Design tmp3_responder_flat, sky130hd; sources not shown.
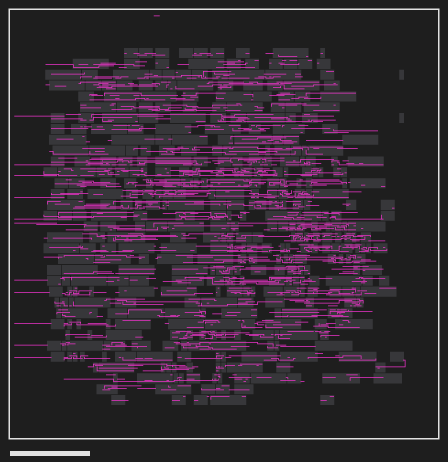
**Above:** run 1 (metal 1).
Scale bar: 20 µm.
- wire length on this layer: 4420 µm
- share of all routed wire: 44%
- main direction: horizontal
- longest straight run: 34.5 µm
- nets with wire on the layer: 422
M1 GR Usage: 0.236
vias: 3081
Total Wirelength: 9950 µm

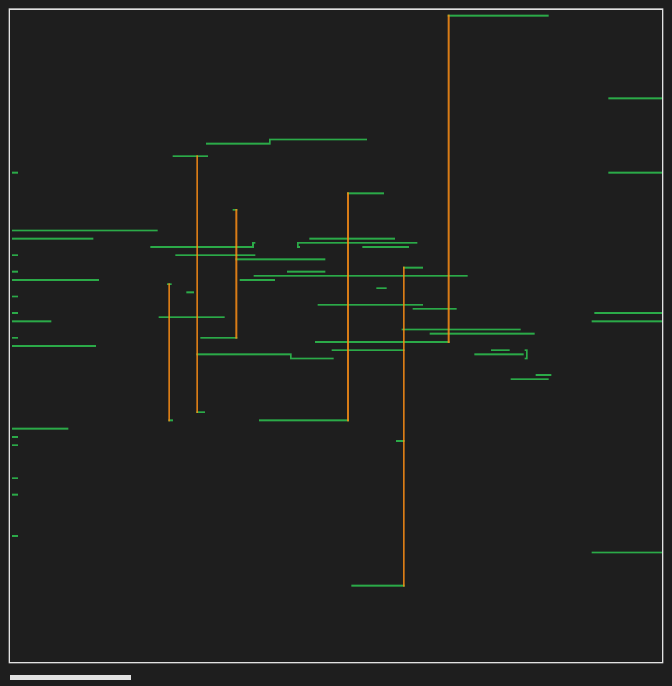
**Above:** run 1 (routed metal, one color a layer).
Scale bar: 20 µm. Only two layers are drawn.
- green: metal 3 (wire length 510 µm)
- orange: metal 4 (wire length 229 µm)
GRT Total Usage: 0.180
drt wl/cell: 18.5 µm

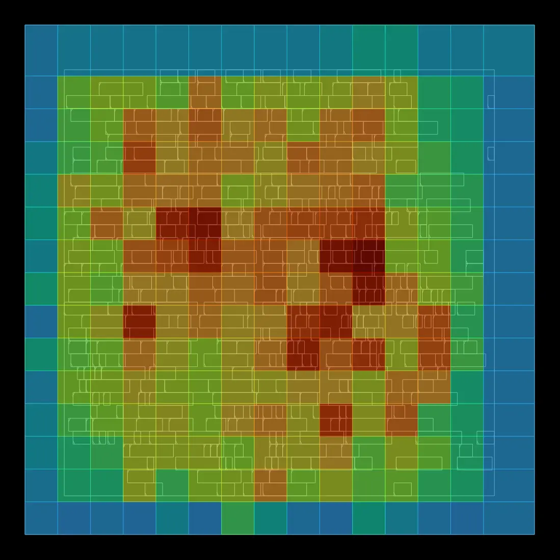
**Above:** run 1 (routing congestion map).
met2 Use GR: 0.282
routing usage on met3: 0.0377

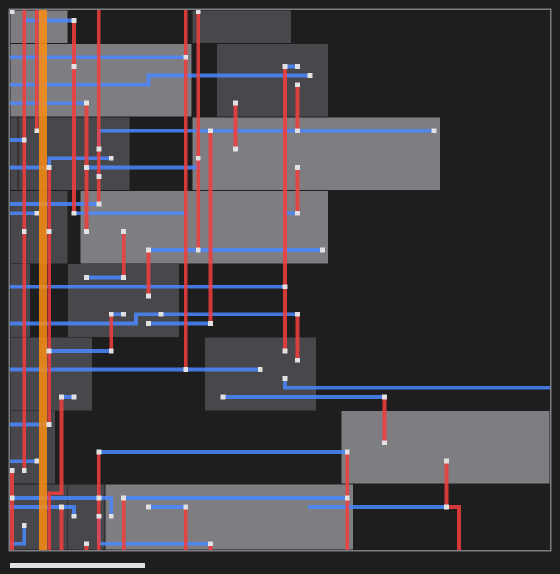
**Above:** run 1 (zoomed window).
Scale bar: 5 µm. Window x 71 to 91, y 71 to 91 µm. Cells in gray, sequential cells in the stronger gray; small squares are vias.
- red: metal 2
- blue: metal 1
- orange: metal 4
- cells with their middle in the window: 12
- most frequent: mux2_2 (5), dfrtp_1 (5)
- sequential cells in the window: 5

==> impl_metrics.ini, run 1 <==
; synthesis and place-and-route metrics
[status]
outcome = finished, final reports clean

[final_layout]
comb_area_um2 = 1880
bufAreaShareNonClock = 0.144
logic_gate_count = 247
dominant_cells = registers
seq_share = 0.419

[sta]
fin_tns_setup_ns = 0
worstMarginPinSlew_ns = 0.653
whs_ns = 0.308

[worst_setup_path]
critical-path-top-delay-family = simple AND/OR/NAND/NOR gates
critPathArrivalTime_ns = 2.55
r2r_setup_slack_ns = 0.04
slowest_stage = or3_4
path_cells = inv_2 -> ha_4 -> nand3b_1 -> or3_4 -> nor2_4 -> buf_4 -> nand4_1 -> buf_4 -> mux2_2
path_class = reg -> reg
cp_max_fo = 6

[pwr]
power_mw = 4.38
p_sw_frac = 0.348
total_leakage_power_nw = 2.38
power_density_nw_per_um2 = 846
power_frac_seq = 0.439
p_comb_frac = 0.318

[yosys]
syn_avg_cell_area_um2 = 11.5
simple_gate_area_frac = 0.131
common_cells = 73 x dfrtp_1, 51 x mux2_2, 50 x nand2_1, 16 x o21ai_0, 14 x clkbuf_1
syn_area_um2 = 4170
mux_share = 0.187
yosys_area_um2 = 4170
ys.flops = 86

[floorplan]
ios = 53
fp.dieW_um = 107
core_util_floorplan = 0.513
num_rows = 33

[clock_tree]
cts_sinks = 86
cts-buffers-inserted = 9

[drt]
wl_met2_um = 4790
wl_met3_um = 510
top_layer = met4

[job]
tool_warnings = 30
## run 1: layout by cell type (no fill, tap or decap), types with 3 or more instances in the layout
cell type,netlist,final
nand3_1,5,4
nor2_1,13,13
a22o_1,4,4
clkbuf_8,0,12
o21a_1,3,3
o31ai_1,4,4
buf_4,3,22
conb_1,2,3
nand2_1,50,50
nor3_1,7,7
inv_1,10,8
dfstp_2,13,13
mux2_4,9,9
nor2b_1,3,3
a211oi_1,4,4
a21oi_1,12,12
clkdlybuf4s50_1,0,48
ha_1,5,4
nand4_1,4,4
mux2i_1,5,5
dfrtp_1,73,73
mux2_2,51,51
a221oi_1,5,5
xnor2_1,3,3
o21ai_0,16,16
nand2b_1,4,4
nor4_1,3,3
==> run 1 -> run 2 <==
--- a/config.mk
+++ b/config.mk
@@ -5,7 +5,7 @@
 export SDC_FILE = /design/constraint.sdc
 export NUM_CORES = 1
 export LEC_CHECK = 0
-export CAP_MARGIN = 20
+export CAP_MARGIN = 5
 export CORE_MARGIN = 8
 export CORE_UTILIZATION = 50
 export CTS_CLUSTER_SIZE = 40
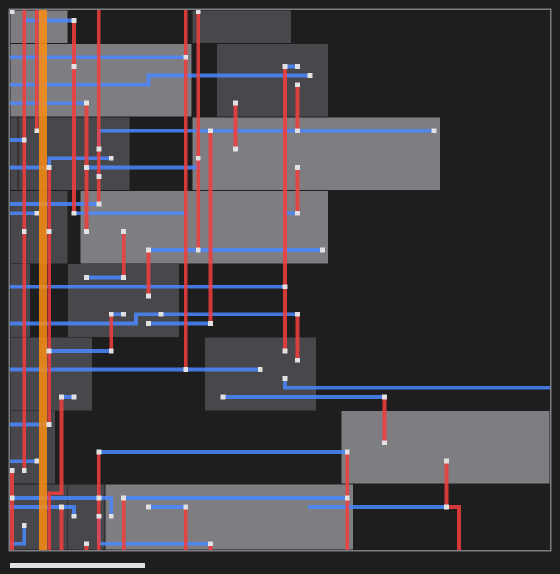
**Above:** run 2 (zoomed window).
Scale bar: 5 µm. Window x 71 to 91, y 71 to 91 µm. Cells in gray, sequential cells in the stronger gray; small squares are vias.
- orange: metal 4
- blue: metal 1
- red: metal 2
- sequential cells in the window: 5
- most frequent: mux2_2 (5), dfrtp_1 (5)
- cells with their middle in the window: 12

==> run 2 against run 1 <==
Compared with the run above: core utilization unchanged; first-iteration DRC count unchanged; synthesized area unchanged; sequential share of layout area unchanged; critical endpoint unchanged; setup slack unchanged; global-route usage unchanged; critical path depth unchanged; synthesized cell count unchanged; via count unchanged; clock power about the same; largest cell class unchanged; cell count unchanged; critical path type unchanged; wire length unchanged.
==> impl_metrics.ini, run 2 <==
; synthesis and place-and-route metrics
[worst_setup_path]
slowest_stage = or3_4
cp_max_fo = 6
r2r_setup_slack_ns = 0.04
path_cells = inv_2 -> ha_4 -> nand3b_1 -> or3_4 -> nor2_4 -> buf_4 -> nand4_1 -> buf_4 -> mux2_2
path_class = reg -> reg

[yosys]
yosys_area_um2 = 4170
yosysWarningCount = 0
yosys.area_share.xor_xnor = 0.00840
syn_area_um2 = 4170
syn_avg_cell_area_um2 = 11.5
common_cells = 73 x dfrtp_1, 51 x mux2_2, 50 x nand2_1, 16 x o21ai_0, 14 x clkbuf_1
ys.flops = 86
mux_share = 0.187

[floorplan]
ios = 53
num_rows = 33
core_util_floorplan = 0.513
fp.dieW_um = 107

[drt]
dr_total_vias = 3081
wl_per_cell_um = 18.5
routed_wl_um = 9950

[pwr]
total_leakage_power_nw = 2.38
power_mw = 4.38
p_comb_frac = 0.318

[sta]
worstMarginPinSlew_ns = 0.653
fin_tns_setup_ns = 0

[clock_tree]
cts_sinks = 86
cts-buffers-inserted = 9

[grt]
gr-usage-met2 = 0.282
met3_usage = 0.0377
grt_use_total = 0.180

[final_layout]
mostFrequentLayoutCells = 73 x dfrtp_1, 51 x mux2_2, 50 x nand2_1, 48 x clkdlybuf4s50_1, 22 x buf_4
comb_area_um2 = 1880
lay_top_count = dfrtp_1

[status]
outcome = finished, final reports clean

[job]
tool_warnings = 30
==> run 2: final cells by class <==
class	instances	share of cell area
repair buffers	76	0.144
multi-input cells	247	0.364
well taps	105	0.0254
flip-flops and latches	86	0.419
clock buffers	12	0.0319
clock inverters	3	0.00822
inverters	10	0.00726
==> run 2: per-stage QoR <==
step / worst slack, ns / util / instances / hold slack (ns)
after CTS: 0.0534 / 0.624 / 533 / 0.310
after floorplan: 0.00303 / - / 364 / 0.0144
after global routing: -0.0281 / 0.636 / 539 / 0.315
final: 0.0443 / 0.636 / 539 / 0.308
after global placement: 0.155 / 0.597 / 517 / 0.297
after detailed placement: 0.0710 / 0.597 / 517 / 0.298
==> run 2: layer usage <==
metal	up-vias	routed length [µm]
met2	83	4790
met4	0	229
met5	-	0
met1	1559	4420
met3	16	510
li1	1423	-
Power figures rest on the tool's default switching activity, not on a simulated workload.
